===== src/rtl/score_tracker.sv =====
`default_nettype none
// +----------------------------------------------------------------------------+
// | score_tracker: apple-event score counter with best-score hold, play/over   |
// | state machine and divided scroll clock for the scoreboard display.         |
// | Revision: 1.0                                                              |
// +----------------------------------------------------------------------------+
module score_tracker #(
  parameter int MAX_SIZE   = 255,
  parameter int SCROLL_DIV = 12_500_000
) (
  input  logic       clock,
  input  logic       reset,
  input  logic       appleEaten,
  input  logic       gameOver,
  input  logic       clearHigh,
  output logic [7:0] size,
  output logic [7:0] highScore,
  output logic       newRecord,
  output logic       playing,
  output logic       screenClock
);

  localparam int                 c_CNT_W    = (SCROLL_DIV > 1) ? $clog2(SCROLL_DIV) : 1;
  localparam logic [c_CNT_W-1:0] c_DIV_LAST = c_CNT_W'(SCROLL_DIV - 1);
  localparam logic [7:0]         c_MAX      = 8'(MAX_SIZE);

  typedef enum logic [1:0] {
    PLAY = 2'b01,
    OVER = 2'b10
  } state_t;

  state_t             r_state;
  logic               r_apple_prev;
  logic [c_CNT_W-1:0] r_div_cnt;
  // Best score survives ordinary resets, so it powers up cleared instead.
  logic [7:0]         r_high_score = 8'd0;
  logic               w_apple_event;

  assign w_apple_event = appleEaten & ~r_apple_prev;
  assign highScore     = r_high_score;

  always_ff @(posedge clock) begin
    r_apple_prev <= reset ? 1'b0 : appleEaten;
    if (reset) begin
      r_state     <= PLAY;
      size        <= 8'd0;
      newRecord   <= 1'b0;
      playing     <= 1'b1;
      screenClock <= 1'b0;
      r_div_cnt   <= '0;
      if (clearHigh) begin
        r_high_score <= 8'd0;
      end
    end else begin
      if (r_div_cnt == c_DIV_LAST) begin
        r_div_cnt   <= '0;
        screenClock <= ~screenClock;
      end else begin
        r_div_cnt <= r_div_cnt + c_CNT_W'(1);
      end

      case (r_state)
        PLAY: begin
          // Game over takes priority over a coincident apple event.
          if (gameOver) begin
            r_state   <= OVER;
            playing   <= 1'b0;
            newRecord <= (size > r_high_score);
            if (size > r_high_score) begin
              r_high_score <= size;
            end
          end else if (w_apple_event && (size < c_MAX)) begin
            size <= size + 8'd1;
          end
        end
        OVER: begin
          r_state <= OVER;
        end
        default: begin
          r_state <= PLAY;
          playing <= 1'b1;
        end
      endcase
    end
  end

endmodule
`default_nettype wire


===== config.mk =====
export PLATFORM = sky130hd
export DESIGN_NAME = score_tracker
export DESIGN_NICKNAME = d
export VERILOG_FILES = /design/src/rtl/score_tracker.sv
export SDC_FILE = /design/constraint.sdc
export NUM_CORES = 1
export LEC_CHECK = 0
export CAP_MARGIN = 20
export CORE_AREA = 2 2 66 74
export DETAILED_ROUTE_END_ITERATION = 7
export DIE_AREA = 0 0 68 76
export GPL_TIMING_DRIVEN = 0
export PLACE_DENSITY = 0.71
export SLEW_MARGIN = 20
export SYNTH_ARGS = -nofsm -noshare
export SYNTH_HDL_FRONTEND = slang
export SYNTH_SLANG_ARGS = --single-unit

===== constraint.sdc =====
create_clock -name clock -period 2.8 [get_ports clock]
set_clock_uncertainty 0.1 [all_clocks]
set_input_delay 0.28 -clock clock [delete_from_list [all_inputs] [get_ports clock]]
set_output_delay 0.28 -clock clock [all_outputs]
set_load 0.01 [all_outputs]

==> results.json, run 1 <==
{
  "avgSynthCellArea_um2": 9.29,
  "critPathLaunchType": "primary input",
  "postRouteAntennaNets": 0,
  "crit_chain": "clkdlybuf4s50_1 -> clkbuf_1 -> clkbuf_1 -> a21oi_1 -> a31oi_2",
  "intPower_uw": 1040,
  "die.size.y_um": 76,
  "clockBufferDepth": 2,
  "tightestPinTransition_ns": 0.579,
  "p_comb_uw": 150,
  "fmax_mhz": 408,
  "outcome": "complete, no violations",
  "grt_overflow": 0,
  "route.detailed.drc": 0,
  "die_area_um2": 5170,
  "cts_resized": 0,
  "critical_path.max_fanout": 10,
  "cp-end-kind": "register",
  "final_core_util_pct": 59.4,
  "power_leader": "registers",
  "core_area_um2": 4490,
  "setup_viol": 0,
  "synth_flops": 46,
  "ys_sh_simple_pct": 24.8,
  "startpoint": "reset",
  "critPathTopFamily": "buffers and inverters",
  "synth.distinct_cells": 44,
  "finalCritPeriodShare_pct": 87.5,
  "vias": 1792,
  "cp_num_cells": 5,
  "ys_cells": 242,
  "ys_sh_aoi_pct": 11.8,
  "syn_nets": 259,
  "hp-class": "reg2reg",
  "cts.reportedPaths.clkPinSlew_ns": 0.08,
  "vias_per_cell": 5.45,
  "top_area_share_pct": 33.8,
  "syn_inst": 242,
  "p_leak_uw": 0.000954,
  "crit_arrival_ns": 2.30,
  "grt_max_degree": 15,
  "timing.slew.headroom_pct": 61.2,
  "ys_sh_mux_pct": 1.45,
  "synthFlopType": "dfxtp_1",
  "worst_r2r_path_depth": 5,
  "highest_layer": "met4",
  "synth-edff-count": 8,
  "yosysSeqAreaShare_pct": 44.5,
  "routed_wl_mm": 4.44,
  "p_sw_share_pct": 23.9,
  "antenna_found_initial": 0
}
==> run 1: per-stage QoR <==
stage	setup TNS [ns]	instance area (µm²)	cells
global route	0	2670	329
CTS	0	2660	329
detailed placement	-1.75	2550	321
floorplan	0	2250	242
global placement	-1.68	2550	321
finish	0	2670	329
==> run 1: area by class of cell <==
cell class / instances / area (µm²)
Buffer: 6 / 33.8
Clock buffer: 6 / 72.6
Clock inverter: 2 / 37.5
Fill cell: 425 / 1820
Inverter: 18 / 67.6
Multi-Input combinational cell: 172 / 1150
Sequential cell: 46 / 1000
Tap cell: 56 / 70.1
Timing Repair Buffer: 23 / 230
==> run 1: worst register-to-register path, cell delays in order, from the launching register on <==
cell and delay (ns):
dfxtp_1 0.49, ha_1 0.31, and4_1 0.23, a211oi_1 0.29, a21oi_1 0.10, a31oi_2 0.50
Fig. 1: run 1, power grid
Pins as bars on the die edge. Tap cells in grey.
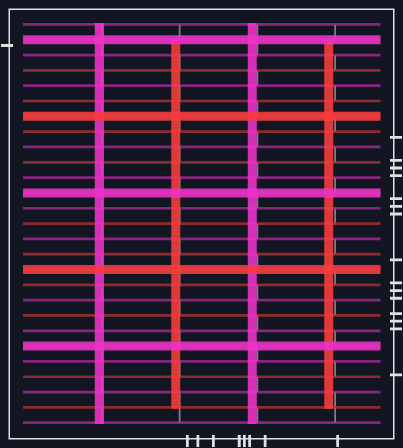
- VSS: magenta
- VDD: red
- rows: 26
- met5 straps: 5

Fig. 2: run 1, sequential cells grouped by signal name
Other sequential cells in the stronger grey, the rest of the logic in the fainter grey.
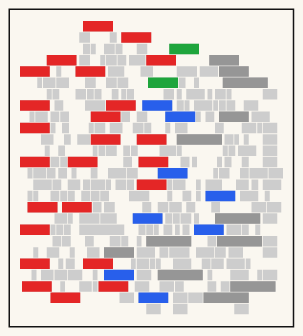
- `r_state`: green (sequential cells 2)
- `r_div_cnt`: red (sequential cells 24)
- `size`: blue (sequential cells 8)

Fig. 3: run 1, congestion heat map
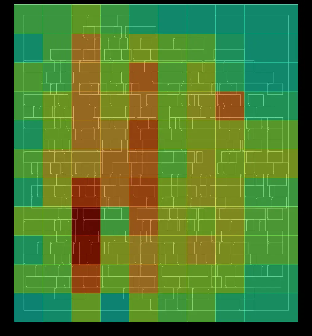
met2 Usage GRT: 32.9%
M1 GR Usage: 22.3%
Top Usage Layer GRT: met2
DR WL/cell: 13.5 µm
met3 usage: 5.47%

Fig. 4: run 1, cells coloured by class
The bar under the picture is 20 µm long.
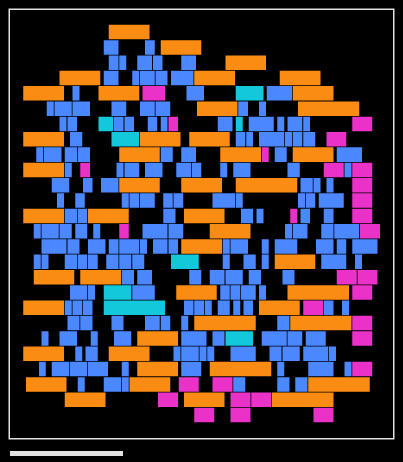

--- run 2 (diff from run 1) ---
Settings changed: CORE_AREA 2 2 66 74 to 2 2 59 83, DIE_AREA 0 0 68 76 to 0 0 61 85.
Fig. 5: run 2, cells coloured by class
The bar under the picture is 20 µm long.
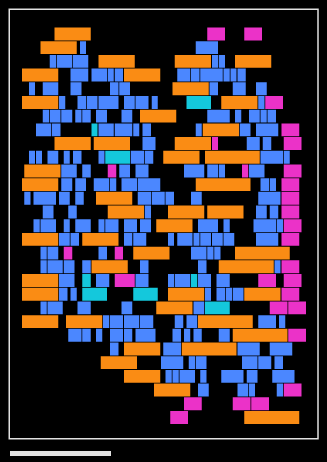
- clock drivers and dummy loads: cyan (cells 8)
- combinational and other logic: blue (cells 190)
- flops: orange (cells 46)
- other buffers and delay cells: magenta (cells 29)
flop share of the area: 37.9%
final core occ: 59.2%
Finished Cell Area: 2640 µm²
area of the core: 4460 µm²
Core Rows: 29

Fig. 6: run 2, congestion heat map
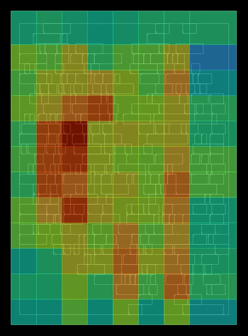
M1 GR Usage: 19.8%
DR WL/cell: 12.8 µm
met3 usage: 4.12%

==> run 2 against run 1 <==
Flip-flop count unchanged. Die size is 0.33% higher. Register-to-register slack about the same. Fmax up 0.44%. Global-route usage fell by 0.59 points. Via count up 0.39%. Synthesized cell count did not move. First-iteration DRC count is 59% lower. Sequential share of layout area grew 0.30 points. Count of clock-buffer cells in the layout is the same. Design area is 0.80% lower. Hold slack worse by 0.0047 ns. Critical path type unchanged. Critical endpoint unchanged.
==> results.json, run 2 <==
{
  "outcome": "complete, no violations",
  "route.detailed.drc": 0,
  "syn_inst": 242,
  "critical_path.max_fanout": 10,
  "antenna_found_initial": 0,
  "top_area_share_pct": 33.8,
  "critPathTopFamily": "buffers and inverters",
  "timing.slew.headroom_pct": 62.5,
  "cp_num_cells": 5,
  "p_leak_uw": 0.000946,
  "fmax_mhz": 410,
  "avgSynthCellArea_um2": 9.29,
  "die.size.y_um": 85,
  "p_sw_share_pct": 24.3,
  "busiest_layer": "met2",
  "ys_sh_aoi_pct": 11.8,
  "fin_setup_tns_ns": 0,
  "grt_overflow": 0,
  "crit_chain": "clkdlybuf4s50_1 -> clkbuf_1 -> clkbuf_1 -> a21oi_1 -> a31oi_2",
  "gr-usage-met2_pct": 34.2,
  "ys_sh_mux_pct": 1.45,
  "post_dp_cell_area_um2": 2560,
  "cts_resized": 0,
  "highest_layer": "met4",
  "routed_wl_mm": 4.28,
  "finalNonFillerCells": 335,
  "cp-end-kind": "register",
  "startpoint": "reset",
  "critPathLaunchType": "primary input",
  "crit_arrival_ns": 2.27,
  "worst_r2r_path_depth": 5,
  "ys_cells": 242,
  "tightestPinTransition_ns": 0.561,
  "intPower_uw": 943,
  "vias_per_cell": 5.37,
  "yosysSeqAreaShare_pct": 44.5,
  "postRouteAntennaNets": 0,
  "synthFlopType": "dfxtp_1",
  "vias": 1799
}
## run 2: cell type report
| type | instances | area, µm² | area share [%] |
|---|---|---|---|
| buffer | 6 | 33.8 | 1.28 |
| clock buffer | 6 | 72.6 | 2.74 |
| clock inverter | 2 | 8.76 | 0.331 |
| inverter | 18 | 67.6 | 2.56 |
| multi-input combinational | 172 | 1150 | 43.6 |
| sequential | 46 | 1000 | 37.9 |
| tap | 62 | 77.6 | 2.93 |
| timing repair buffer | 23 | 230 | 8.71 |
## run 2: power groups by stage
stage | combinational, µW | clock [µW] | sequential [µW]
2_1_floorplan | 91.3 | 0 | 739
3_3_place_gp | 146 | 0 | 735
3_5_place_dp | 149 | 0 | 736
4_1_cts | 150 | 397 | 720
5_1_grt | 170 | 417 | 725
6_report | 149 | 378 | 720
Fig. 7: run 2, sequential cells grouped by signal name
Other sequential cells in the stronger grey, the rest of the logic in the fainter grey.
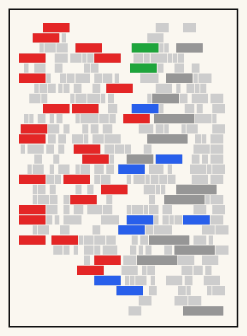

--- run 3 (diff from run 2) ---
Settings changed: CTS_BUF_LIST set to sky130_fd_sc_hd__clkbuf_4 sky130_fd_sc_hd__clkbuf_8, GPL_ROUTABILITY_DRIVEN set to 0.
Fig. 8: run 3, sequential cells grouped by signal name
Other sequential cells in the stronger grey, the rest of the logic in the fainter grey.
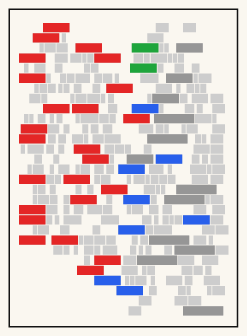
- `r_div_cnt`: red (sequential cells 24)
- `r_state`: green (sequential cells 2)
- `size`: blue (sequential cells 8)

==> run 3 against run 2 <==
Utilization rose by 0.084 points. Synthesized area stayed put. Non-clock buffer count is the same. Design area grew 0.14%. Die size did not move. Sequential power hardly changed. Critical endpoint unchanged. Highest routed layer unchanged.
==> results.json, run 3 <==
{
  "outcome": "complete, no violations",
  "fin_setup_tns_ns": 0,
  "worst_r2r_path_depth": 5,
  "antenna_found_initial": 0,
  "ys_cells": 242,
  "avgSynthCellArea_um2": 9.29,
  "fmax_mhz": 410,
  "die_area_um2": 5190,
  "p_comb_uw": 149,
  "gr-usage-met2_pct": 34.2,
  "final_core_util_pct": 59.3,
  "finalCritPeriodShare_pct": 87.1,
  "die.size.y_um": 85,
  "route.detailed.drc": 0,
  "synth-edff-count": 8,
  "synth_flops": 46,
  "syn_nets": 259,
  "dp_cells": 327,
  "nFillCells": 408,
  "p_sw_share_pct": 24.1,
  "crit_chain": "clkdlybuf4s50_1 -> clkbuf_1 -> clkbuf_1 -> a21oi_1 -> a31oi_2",
  "critPathTopFamily": "buffers and inverters",
  "core_area_um2": 4460,
  "post_dp_cell_area_um2": 2560,
  "grt_overflow": 0,
  "power_leader": "registers",
  "finalNonFillerCells": 335,
  "p_leak_uw": 0.000949,
  "clockBufferDepth": 2,
  "synthFlopType": "dfxtp_1",
  "vias": 1804,
  "cts.reportedPaths.clkPinSlew_ns": 0.08,
  "intPower_uw": 952,
  "timing.slew.headroom_pct": 62.5,
  "synth.distinct_cells": 44,
  "hp-class": "reg2reg",
  "ys_sh_mux_pct": 1.45,
  "tightestPinTransition_ns": 0.560,
  "met3_usage_pct": 4.12,
  "critical_path.max_fanout": 10
}
Fig. 9: run 3, cells coloured by class
The bar under the picture is 20 µm long.
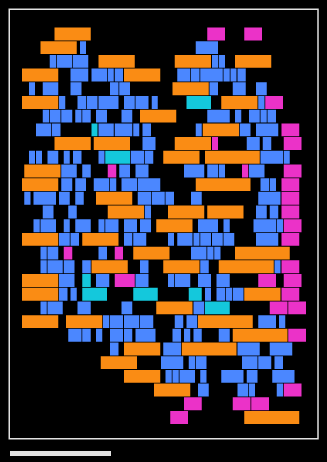
- flops: orange (cells 46)
- other buffers and delay cells: magenta (cells 29)
- clock drivers and dummy loads: cyan (cells 8)
- combinational and other logic: blue (cells 190)
flop share of the area: 37.8%
Finished Cell Area: 2650 µm²

[run 3: final cells by class]
class	instances	area [µm²]	area share, %
Multi-Input combinational cell	172	1150	43.5
Clock inverter	2	8.76	0.331
Inverter	18	67.6	2.55
Timing Repair Buffer	23	230	8.70
Tap cell	62	77.6	2.93
Buffer	6	33.8	1.28
Clock buffer	6	76.3	2.88
Sequential cell	46	1000	37.8
[run 3: repair_timing]
| item | CTS | global route |
|---|---|---|
| endpoints found under the setup margin | 0 | 8 |
| gates resized | 0 | 1 |
| endpoints found under the hold margin | 0 | 0 |
[run 3: worst paths after layout]
check,start,end,slack [ns]
hold / removal,r_div_cnt[0],r_div_cnt[0],0.37
setup / recovery,reset,highScore[6],0.36
hold reg to reg,r_div_cnt[0],r_div_cnt[0],0.37
setup reg to reg,size[3],highScore[6],0.43
No activity file was given, so power comes from the tool's default toggle rates.
